File: config.mk
export PLATFORM = sky130hd
export DESIGN_NAME = systolic_result_drain
export DESIGN_NICKNAME = d
export VERILOG_FILES = /design/src/rtl/systolic_pkg.sv /design/src/rtl/systolic_result_drain_ctr.sv /design/src/rtl/systolic_result_drain.sv
export SDC_FILE = /design/constraint.sdc
export NUM_CORES = 1
export LEC_CHECK = 0
export ABC_AREA = 0
export CAP_MARGIN = 20
export CORE_UTILIZATION = 54
export DETAILED_ROUTE_END_ITERATION = 8
export PLACE_DENSITY = 0.9
export SLEW_MARGIN = 20
export SYNTH_ARGS = -nofsm -noshare
export SYNTH_HDL_FRONTEND = slang
export SYNTH_SLANG_ARGS = --single-unit
File: constraint.sdc
create_clock -name i_clk -period 8.2 [get_ports i_clk]
set_input_delay 1.23 -clock i_clk [delete_from_list [all_inputs] [get_ports i_clk]]
set_output_delay 1.23 -clock i_clk [all_outputs]
set_load 0.005 [all_outputs]
File: src/rtl/systolic_pkg.sv
// Shared definitions for the systolic array slice: default geometry, drain FSM states,
// and the flat PE-bus slice offset used by the array top, operand feeder and result drain.
package systolic_pkg;

    localparam int N      = 4;
    localparam int DATA_W = 8;

    typedef enum logic [1:0] {
        IDLE   = 2'd0,
        STREAM = 2'd1,
        DONE   = 2'd2
    } drain_state_t;

    function automatic int pe_offset(input int r, input int c, input int n, input int data_w);
        return (r * n + c) * data_w;
    endfunction

endpackage

File: src/rtl/systolic_result_drain_ctr.sv
// Row-major drain index for an NxN buffer; row/col are stepped alongside idx so no divide is needed.
// idx saturates at N*N-1 so it can never wrap back onto element (0,0).
module drain_index_ctr #(
    parameter int N = systolic_pkg::N
) (
    input  logic                      i_clk,
    input  logic                      i_reset,
    input  logic                      i_clear,
    input  logic                      i_advance,
    output logic [$clog2(N*N)-1:0]    o_idx,
    output logic [$clog2(N)-1:0]      o_row,
    output logic [$clog2(N)-1:0]      o_col,
    output logic                      o_last
);

    localparam int IDX_W = $clog2(N*N);
    localparam int RC_W  = $clog2(N);

    logic [IDX_W-1:0] r_idx;
    logic [RC_W-1:0]  r_row;
    logic [RC_W-1:0]  r_col;
    logic             w_last;

    assign w_last = (r_idx == IDX_W'(N*N-1));

    always_ff @(posedge i_clk or posedge i_reset) begin
        if (i_reset) begin
            r_idx <= '0;
            r_row <= '0;
            r_col <= '0;
        end else if (i_clear) begin
            r_idx <= '0;
            r_row <= '0;
            r_col <= '0;
        end else if (i_advance && !w_last) begin
            r_idx <= r_idx + 1'b1;
            if (r_col == RC_W'(N-1)) begin
                r_col <= '0;
                r_row <= r_row + 1'b1;
            end else begin
                r_col <= r_col + 1'b1;
            end
        end
    end

    assign o_idx  = r_idx;
    assign o_row  = r_row;
    assign o_col  = r_col;
    assign o_last = w_last;

endmodule

File: src/rtl/systolic_result_drain.sv
// Snapshots the NxN PE result bus on start and streams it row-major over valid/ready.
// state | meaning: IDLE | waiting for start; STREAM | presenting buf[idx]; DONE | one-cycle completion pulse
module systolic_result_drain #(
    parameter int N      = systolic_pkg::N,
    parameter int DATA_W = systolic_pkg::DATA_W
) (
    input  logic                     i_clk,
    input  logic                     i_reset,
    input  logic                     i_start,
    input  logic [N*N*DATA_W-1:0]    i_results_in,
    output logic [DATA_W-1:0]        o_out_data,
    output logic                     o_out_valid,
    input  logic                     i_out_ready,
    output logic [$clog2(N)-1:0]     o_out_row,
    output logic [$clog2(N)-1:0]     o_out_col,
    output logic                     o_out_last,
    output logic                     o_busy,
    output logic                     o_done,
    output logic                     o_overrun
);

    import systolic_pkg::*;

    localparam int IDX_W = $clog2(N*N);
    localparam int RC_W  = $clog2(N);

    drain_state_t     r_state;
    drain_state_t     w_state_nxt;
    logic [DATA_W-1:0] r_buf [N*N];
    logic             r_overrun;

    logic [IDX_W-1:0] w_idx;
    logic [RC_W-1:0]  w_row;
    logic [RC_W-1:0]  w_col;
    logic             w_last;
    logic             w_capture;
    logic             w_accept;
    logic             w_advance;

    assign w_capture = (r_state == IDLE) && i_start;
    assign w_accept  = (r_state == STREAM) && i_out_ready;
    assign w_advance = w_accept && !w_last;

    drain_index_ctr #(
        .N (N)
    ) u_idx (
        .i_clk     (i_clk),
        .i_reset   (i_reset),
        .i_clear   (w_capture),
        .i_advance (w_advance),
        .o_idx     (w_idx),
        .o_row     (w_row),
        .o_col     (w_col),
        .o_last    (w_last)
    );

    always_ff @(posedge i_clk or posedge i_reset) begin
        if (i_reset) begin
            r_state <= IDLE;
        end else begin
            r_state <= w_state_nxt;
        end
    end

    always_comb begin
        w_state_nxt = r_state;
        o_out_valid = 1'b0;
        o_out_data  = '0;
        o_out_row   = '0;
        o_out_col   = '0;
        o_out_last  = 1'b0;
        o_busy      = 1'b0;
        o_done      = 1'b0;
        case (r_state)
            IDLE: begin
                if (i_start) begin
                    w_state_nxt = STREAM;
                end
            end
            STREAM: begin
                o_out_valid = 1'b1;
                o_out_data  = r_buf[w_idx];
                o_out_row   = w_row;
                o_out_col   = w_col;
                o_out_last  = w_last;
                o_busy      = 1'b1;
                if (w_accept && w_last) begin
                    w_state_nxt = DONE;
                end
            end
            DONE: begin
                o_done      = 1'b1;
                w_state_nxt = IDLE;
            end
            default: begin
                w_state_nxt = IDLE;
            end
        endcase
    end

    // results_in is only looked at on the capture edge; the buffer is frozen otherwise.
    always_ff @(posedge i_clk or posedge i_reset) begin
        if (i_reset) begin
            for (int i = 0; i < N*N; i++) begin
                r_buf[i] <= '0;
            end
        end else if (w_capture) begin
            for (int r = 0; r < N; r++) begin
                for (int c = 0; c < N; c++) begin
                    r_buf[r*N+c] <= i_results_in[pe_offset(r, c, N, DATA_W) +: DATA_W];
                end
            end
        end
    end

    always_ff @(posedge i_clk or posedge i_reset) begin
        if (i_reset) begin
            r_overrun <= 1'b0;
        end else begin
            r_overrun <= i_start && (r_state != IDLE);
        end
    end

    assign o_overrun = r_overrun;

endmodule

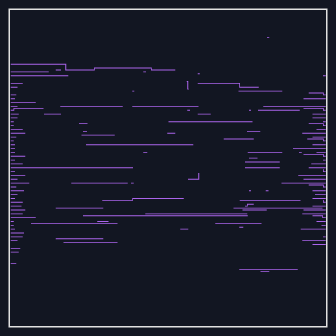
Fig. 1. Signal wires on met3.
- nets with wire on the layer: 114
- share of all routed wire: 6.7%
- longest straight run: 58.2 microns
- main direction: horizontal
- wire length on this layer: 1090 microns
wire length reported by the detailed router: 16200 microns
count of vias placed by the detailed router: 4405
GRT met3 Usage: 8.48%

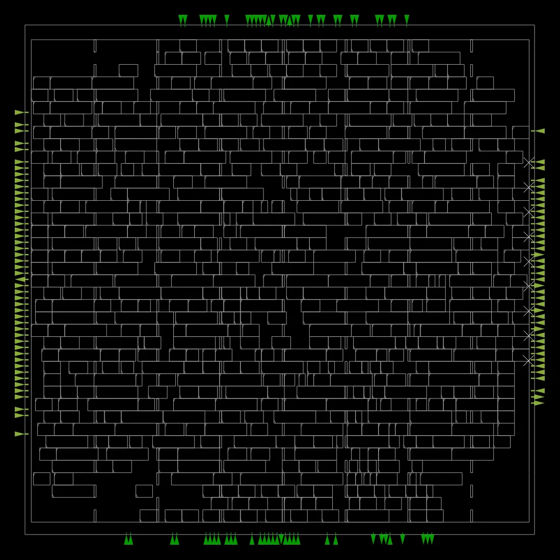
Fig. 2. Cell outlines without signal wires.
tapcells inserted: 143
sequential share of cell area: 40.7%
Seq cells: 139

==> flow_results.org <==
#+TITLE: Flow metrics

** Placed design
- DP HPWL :: between 10000 and 15000 microns
- Port Buffers :: roughly 150
- The placement summary gives the final routability congestion estimate as approximately 0.8.
- Dpl ws :: roughly 4400 ps
- Cell count after placement :: between 700 and 800
- The placement stage leaves a total instance area of approximately 7900 sq um.

** Finish
- Share of cells above drive strength 1 :: roughly 28%
- Growth of design area from synthesis to finish :: 30.7%
- Post-layout net count :: 743
- Excluding fillers, the count of instances in the completed layout stands at around 760.
- Counting only logic cells after layout, the most numerous master is clkdlybuf4s50_1.
- For this run, the script counts the antenna cells in the layout as 0.
- Post-route cell area :: between 8000 and 9000 sq um

** Yosys
- Cells after Synth :: roughly 470
- Most frequent cell after synthesis :: dfrtp_1
- Register bit total from synthesis :: roughly 140
- The commonest cells after synthesis are 139 x dfrtp_1, 128 x mux2_2, 65 x mux2i_1.
- Synth Cell Area :: between 6000 and 7000 sq um
- Number of standard cells reported by yosys :: between 400 and 500
- The cell-mix breakdown from Yosys lists the adder-cell area share as 0.383%.
- Yosys Chip Area :: about 6500 sq um
- The gate-level netlist out of Yosys references 34 unique cell types.
- Top area cells in the synthesized netlist :: dfrtp_1 53%, mux2_2 22%, mux2i_1 10%
- At floorplan, the net count of the design was reported as between 600 and 700.
- Synth area leader :: dfrtp_1
- Fraction of registers with async set or reset after synthesis :: 100%
- In this run, the synthesized area fraction spent on xor and xnor cells is recorded as less than 1%.
- In the Yosys report, the sequential cells make up a little over half of the chip area.
- After Yosys synthesis, AND-OR and OR-AND compound gates account for under 10% of the synthesized area.
- The area fraction of the largest cell type after synthesis is between 50% and 60%.
- The synthesized design contains 0 enable-type register cells.
- Average cell area after synthesis :: roughly 14 sq um
- In the synthesized netlist, the dominant kind of combinational cell is multiplexers.
- Counting the warning lines in the Yosys log gives 0.

** Clock tree
- The later pin in the worst-skew pair is clocked with a latency of between 400 and 500 ps.
- Clock tree from TritonCTS :: built
- In the CTS report, the clock slew at the register clock pins of the worst setup and hold paths is listed as about 60 ps.
- Counting every sink on the clock net gives about 140.
- Cts bufs inserted :: 17
- In this run the deepest clock path goes through 2 buffers.
- Number of resized instances in the post-cts repair step :: 0
- Post-CTS setup buffers :: 0
- Clock tree synthesis selected as its root buffer the cell clkbuf_16.
- Cts hold-fix bufs :: 0
- Per the CTS log, the maximum H-tree level is 4.

** Global routing
- Grt total ovfl :: 0
- The first global-routing pass estimated 25500 microns of wire.
- Met2 GRT Util :: a little under 50%
- Met1 demand-to-capacity share in global routing :: between 30% and 40%
- Total global-route track usage over all layers is a little over a quarter.
- Antenna violations before repair :: 1
- Layer carrying the most global-route usage :: met2
- Maximum number of pins on one net before global-route repair :: about 90

** Timing
- RSZ-0062 raised after global routing :: false
- The final timing report counts setup violations totalling 0.
- The pin closest to its max-slew limit shows a slew of ~1100 ps.
- Max Slew Vio Count :: 0
- Post-layout minimum cycle time :: 4110 ps
- On the final layout, the worst hold slack is about 480 ps.
- Layout Skew :: around 6.5 ps
- The flow reports an fmax of ~240 MHz.
- Worst max-slew margin expressed relative to the limit :: 26.3%

** Hold path
- Number of cells traversed by the worst hold path :: 1
- For the worst min-delay path, the startpoint reported by OpenROAD is u_idx.o_row[1]$_DFFE_PP0P_.
- Class of the tightest hold or removal check :: reg2reg
- Hold endpoint :: u_idx.o_row[1]$_DFFE_PP0P_

** Worst setup path
- Startpoint type of the worst setup path :: flip-flop
- Combined buffer and inverter count along the critical path :: 2
- STA classifies the critical path endpoint as an output port.
- The most critical setup path has its startpoint at u_idx.o_idx[0]$_DFFE_PP0P_.
- Required time worst endpoint :: about 7000 ps
- Ordered list of cells on the worst path :: buf_16 > mux2i_1 > a22oi_1 > nand2_1 > o22ai_1 > clkdlybuf4s50_1
- Crit path kind :: reg2out
- In this run the number of cells on the critical path is 6.
- STA lists the endpoint of the worst register-to-register path as r_buf[69]$_DFFE_PP0P_.
- Crit-path leading delay family :: buffers and inverters
- Slowest stage cell, crit path :: dfrtp_4
- Data arrival time of the critical path :: about 2900 ps
- OpenSTA lists the critical path endpoint as o_out_data[6].
- In this run the worst path has a maximum fanout of roughly 45.
- STA shows the worst reg2reg path with a cell count of 3.
- The setup check on the worst reg-to-reg path leaves a slack of a little over 6000 ps.
- The launch point of the worst register-to-register path is recorded as r_state[0]$_DFFE_PP0P_.
- For this run, the slowest stage of the critical path takes ~700 ps.

** Run status
- Status :: finished, violations left
- Violations in the final reports :: DRC

** Detailed routing
- Violation tally from detailed-route iteration zero :: between 200 and 300
- Top Layer Used :: met5
- M1 wire length :: 6280 microns
- Wire segments on met3 add up to between 1000 and 1500 microns in the final route.
- The DRC violation total left in the routed layout is recorded as 9.
- Pre-Repair DR Iteration Count :: 6
- DR vias/cell :: 5.77
- Antenna viol nets, final :: 0

** Floorplan
- Per the OpenROAD floorplan log, the height of the die is between 100 and 150 microns.
- Area of the die :: approximately 13000 sq um
- Per the OpenROAD floorplan log, the area of the core is roughly 12000 sq um.
- Pre-Place Util :: 56.3%
- In this run the count of I/O pins placed on the die edge is 149.
- Die x size :: approximately 110 microns
- After floorplanning, the core was divided into 39 placement rows.

** Power
- The script extracted a total leakage power of around 3.6 nW.
- The script computed a power per unit cell area of roughly 390 nW/um^2.
- Total power draw :: around 3.3 mW

** Flow run
- Max-cap violations in this run came to 0.
- Total tool warning count :: 26
area by class of cell:
class                           count  area, sq um
Sequential cell                   139         3480
Timing Repair Buffer              154         1550
Multi-Input combinational cell    296         2750
Inverter                            1         8.76
Clock buffer                       20          457
Fill cell                         790         3070
Tap cell                          143          179
Clock inverter                     11          123
power breakdown:
part           switching (mW)  total [mW]  internal, mW
combinational           0.574        1.31         0.734
sequential              0.245        1.28          1.03
clock                   0.281       0.741         0.461
total                    1.10        3.33          2.23
flip-flops by register name (all words and copies together), names as in the netlist:
| signal | count |
|---|---|
| r_buf | 128 |
| u_idx.o_idx | 4 |
| r_state | 2 |
| u_idx.o_col | 2 |
| u_idx.o_row | 2 |
| o_overrun | 1 |
Power is estimated from default activity; no workload was simulated.
